--- config.mk ---
export PLATFORM = sky130hd
export DESIGN_NAME = mem_port_arbiter
export DESIGN_NICKNAME = d
export VERILOG_FILES = /design/src/rtl/mem_port_arbiter.sv
export SDC_FILE = /design/constraint.sdc
export NUM_CORES = 1
export LEC_CHECK = 0
export CAP_MARGIN = 15
export CELL_PAD_IN_SITES_DETAIL_PLACEMENT = 0
export CELL_PAD_IN_SITES_GLOBAL_PLACEMENT = 1
export CORE_ASPECT_RATIO = 1.2
export CORE_MARGIN = 2
export CORE_UTILIZATION = 32
export DETAILED_ROUTE_END_ITERATION = 12
export PLACE_DENSITY = 0.9
export SETUP_SLACK_MARGIN = 0.15
export SLEW_MARGIN = 0
export SYNTH_ARGS = -nofsm -noshare
export SYNTH_HDL_FRONTEND = slang
export SYNTH_SLANG_ARGS = --single-unit
--- constraint.sdc ---
create_clock -name clk -period 7 [get_ports clk]
set_input_delay 1.4 -clock clk [delete_from_list [all_inputs] [get_ports clk]]
set_output_delay 1.4 -clock clk [all_outputs]
set_load 0.02 [all_outputs]
--- src/rtl/mem_port_arbiter.sv ---
`default_nettype none
// ============================================================================
// Module   : mem_port_arbiter
// Brief    : Shares one fixed-latency memory port between fetch and data
//            requesters, with data priority and a fetch starvation guard.
// Revision : 1.0 - initial release
// ============================================================================
module mem_port_arbiter #(
  parameter int MEM_LATENCY = 1,
  parameter int STREAK_MAX  = 4
) (
  input  logic        clk,
  input  logic        rst_b,
  input  logic        halted,
  input  logic        if_req,
  input  logic [31:0] if_addr,
  output logic        if_gnt,
  output logic        if_rvalid,
  output logic [31:0] if_rdata,
  input  logic        d_req,
  input  logic        d_we,
  input  logic [31:0] d_addr,
  input  logic [31:0] d_wdata,
  input  logic [3:0]  d_be,
  output logic        d_gnt,
  output logic        d_rvalid,
  output logic [31:0] d_rdata,
  output logic [31:0] mem_addr,
  output logic [31:0] mem_data_in,
  output logic [3:0]  mem_be,
  output logic        mem_write_en,
  input  logic [31:0] mem_data_out,
  output logic        busy
);

  localparam logic [1:0] c_ST_IDLE    = 2'd0;
  localparam logic [1:0] c_ST_WAIT    = 2'd1;
  localparam logic [1:0] c_ST_RESP    = 2'd2;
  localparam logic [3:0] c_LAT_INIT   = 4'(MEM_LATENCY - 1);
  localparam logic [3:0] c_STREAK_MAX = 4'(STREAK_MAX);

  logic [1:0]  r_state;
  logic [1:0]  w_next_state;
  logic        r_owner_d;
  logic        r_we;
  logic        r_wen;
  logic [3:0]  r_lat;
  logic [3:0]  r_streak;
  logic [31:0] r_addr;
  logic [31:0] r_wdata;
  logic [3:0]  r_be;
  logic [31:0] r_if_rdata;
  logic [31:0] r_d_rdata;
  logic        w_d_win;
  logic        w_if_win;
  logic        w_sample;

  // Data wins unless fetch has already been passed over STREAK_MAX times.
  assign w_d_win  = !halted && d_req && !(if_req && (r_streak == c_STREAK_MAX));
  assign w_if_win = !halted && if_req && !w_d_win;
  assign w_sample = (r_state == c_ST_WAIT) && (r_lat == 4'd0);

  always_ff @(posedge clk or posedge rst_b) begin
    if (rst_b) begin
      r_state <= c_ST_IDLE;
    end else begin
      r_state <= w_next_state;
    end
  end

  always_comb begin
    w_next_state = r_state;
    case (r_state)
      c_ST_IDLE: if (w_d_win || w_if_win) w_next_state = c_ST_WAIT;
      c_ST_WAIT: if (r_lat == 4'd0) w_next_state = c_ST_RESP;
      c_ST_RESP: w_next_state = c_ST_IDLE;
      default:   w_next_state = c_ST_IDLE;
    endcase
  end

  // Grants are suppressed while reset is held so outputs read 0 in reset.
  always_comb begin
    if_gnt    = 1'b0;
    d_gnt     = 1'b0;
    if_rvalid = 1'b0;
    d_rvalid  = 1'b0;
    busy      = 1'b0;
    case (r_state)
      c_ST_IDLE: begin
        d_gnt  = w_d_win && !rst_b;
        if_gnt = w_if_win && !rst_b;
      end
      c_ST_WAIT: busy = 1'b1;
      c_ST_RESP: begin
        busy      = 1'b1;
        d_rvalid  = r_owner_d;
        if_rvalid = !r_owner_d;
      end
      default: busy = 1'b0;
    endcase
  end

  always_ff @(posedge clk or posedge rst_b) begin
    if (rst_b) begin
      r_owner_d  <= 1'b0;
      r_we       <= 1'b0;
      r_wen      <= 1'b0;
      r_lat      <= 4'd0;
      r_streak   <= 4'd0;
      r_addr     <= 32'd0;
      r_wdata    <= 32'd0;
      r_be       <= 4'd0;
      r_if_rdata <= 32'd0;
      r_d_rdata  <= 32'd0;
    end else begin
      if (if_gnt || d_gnt) begin
        r_owner_d <= d_gnt;
        r_addr    <= d_gnt ? d_addr : if_addr;
        r_we      <= d_gnt && d_we;
        r_wen     <= d_gnt && d_we;
        r_lat     <= c_LAT_INIT;
        if (d_gnt) begin
          r_wdata <= d_wdata;
          r_be    <= d_be;
        end
      end else begin
        r_wen <= 1'b0;
        if ((r_state == c_ST_WAIT) && (r_lat != 4'd0)) begin
          r_lat <= r_lat - 4'd1;
        end
      end

      if (if_gnt) begin
        r_streak <= 4'd0;
      end else if (d_gnt) begin
        if (!if_req) begin
          r_streak <= 4'd0;
        end else if (r_streak != c_STREAK_MAX) begin
          r_streak <= r_streak + 4'd1;
        end
      end

      if (w_sample) begin
        if (r_owner_d) begin
          r_d_rdata <= r_we ? 32'd0 : mem_data_out;
        end else begin
          r_if_rdata <= mem_data_out;
        end
      end
    end
  end

  assign mem_addr     = r_addr;
  assign mem_data_in  = r_wdata;
  assign mem_be       = r_be;
  assign mem_write_en = r_wen;
  assign if_rdata     = r_if_rdata;
  assign d_rdata      = r_d_rdata;

endmodule
`default_nettype wire

==> results.txt <==
Entry: Yosys synthesis followed by OpenROAD place and route.

Placement:
- The run gives the last weighted congestion value of the routability-driven placer as 0.756.
- The number of placed instances, taps included, is 1023.

Hold path:
- The run puts the hold-critical path depth at 1.

Setup path:
- The run gives the sort of element at the end of the critical path as a primary output.
- Data on the critical path arrives at its endpoint at 3.85 ns.
- For reference, the critical path is launched at if_req.
- The timing report shows that the slowest cell on the worst path is clkdlybuf4s50_1.
- The OpenROAD report gives the critical path a required time of 5.60 ns.
- STA reports a reg2reg setup slack of 4.60 ns.
- The run gives the endpoint of the worst register-to-register path as mem_data_in[26].
- The cell family contributing the most delay on the critical path is buffers and inverters.
- In the setup report, the worst path falls into the class input pin to primary output.

Global route:
- The global router reports that the layer with the highest usage is met2.
- The run gives the wire length of the first global-routing pass as 28300 um.
- Summed over all routing layers, the global router reports a total usage of 17.1%.

Synth:
- The run puts the sequential-to-total area share from yosys stat at 56.8%.
- The run puts the fraction of registers with async set/reset at 100%.
- The run gives the post-synthesis cell area as 6390 um2.
- The run gives the mux cell area share after synthesis as between 10% and 20%.
- The netlist uses 39 different library cells.
- The warning tally printed by Yosys for this design is 0.

Flow run:
- The run gives the number of warnings in the stage logs as 31.

CTS:
- The run gives the number of buffers inserted to repair setup after CTS as 0.
- The run gives the number of CTS-inserted buffers as 17.

Detailed routing:
- The run puts the met3 wire length at roughly 1300 um.
- The run gives the top layer used by detailed routing as met4.
- In this run the remaining antenna-violating nets after routing total 0.
- For this run, the detailed router reports a per-instance via density of 4.74.

Die:
- The run gives the total core area as slightly below 20000 um2.
- For reference, the placement row count at floorplan is 56.

Final layout:
- The run gives the register area as between 3000 and 4000 um2.
- Per the final layout report, the fraction of cells sized above drive strength 1 comes to 18.4%.
- Measured on the final layout, buffering overhead outside the clock network stands at 28.3%.
- The run gives the clock network area share as 6.42%.
- According to the cell report, the number of logic gates is 287.
- The run gives the inverter count of the layout excluding clock inverters as ~44.

Timing:
- The final timing report lists a hold violation count of 0.
- The run gives the transition time of the tightest slew-check pin as 0.881 ns.

Pwr:
- Dividing total power by cell area gives a power density of 462 nW/um2.

Outcome:
- The run finished with clean final reports.
metrics by stage:
step	setup WS (ns)	instance area (um2)	hold WS [ns]	power [mW]	util, %
final	1.75	10000	0.492	4.62	51.3
after CTS	1.73	10000	0.493	4.69	51.3
after floorplan	1.71	6390	0.490	2.61	-
after global placement	1.75	9380	0.469	3.64	48.0
after detailed placement	1.73	9380	0.479	3.67	48.0
after global routing	1.60	10000	0.519	4.88	51.3
flip-flops by register name, indices dropped and copies added (netlist names):
name,count
r_state,2
r_we,1
r_owner_d,1
mem_addr,32
mem_write_en,1
if_rdata,32
mem_data_in,32
d_rdata,32
r_streak,4
mem_be,4
r_lat,4
power breakdown:
part	total, mW	switching, mW	internal (mW)
clock network	0.985	0.370	0.615
registers	1.46	0.217	1.24
logic	2.18	1.04	1.14
Fig. 1: metal 3
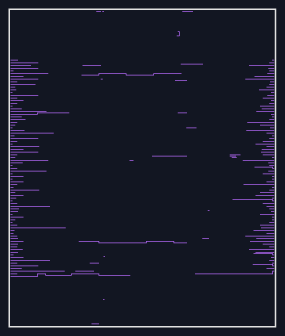
longest straight run = 38.9 um
wire length on this layer = 1290 um
nets with wire on the layer = 171
share of all routed wire = 7.2%
WL final: 17700 um
GR Layer Usage met3: 5.59%
overall via count from detail_route: 5000

Fig. 2: sequential cells grouped by signal name
Other sequential cells in the stronger gray, the rest of the logic in the fainter gray.
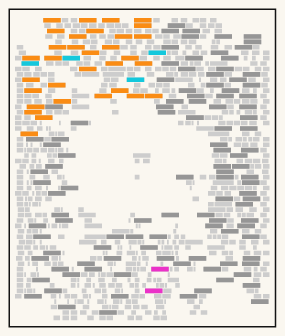
magenta -> `r_state`  # placed flops 2
orange -> `mem_data_in`  # placed flops 32
cyan -> `mem_be`  # placed flops 4
flip-flop and latch share of the layout cell area: 36.2%
final core utilization: 51.3%

Power figures rest on the tool's default switching activity, not on a simulated workload.
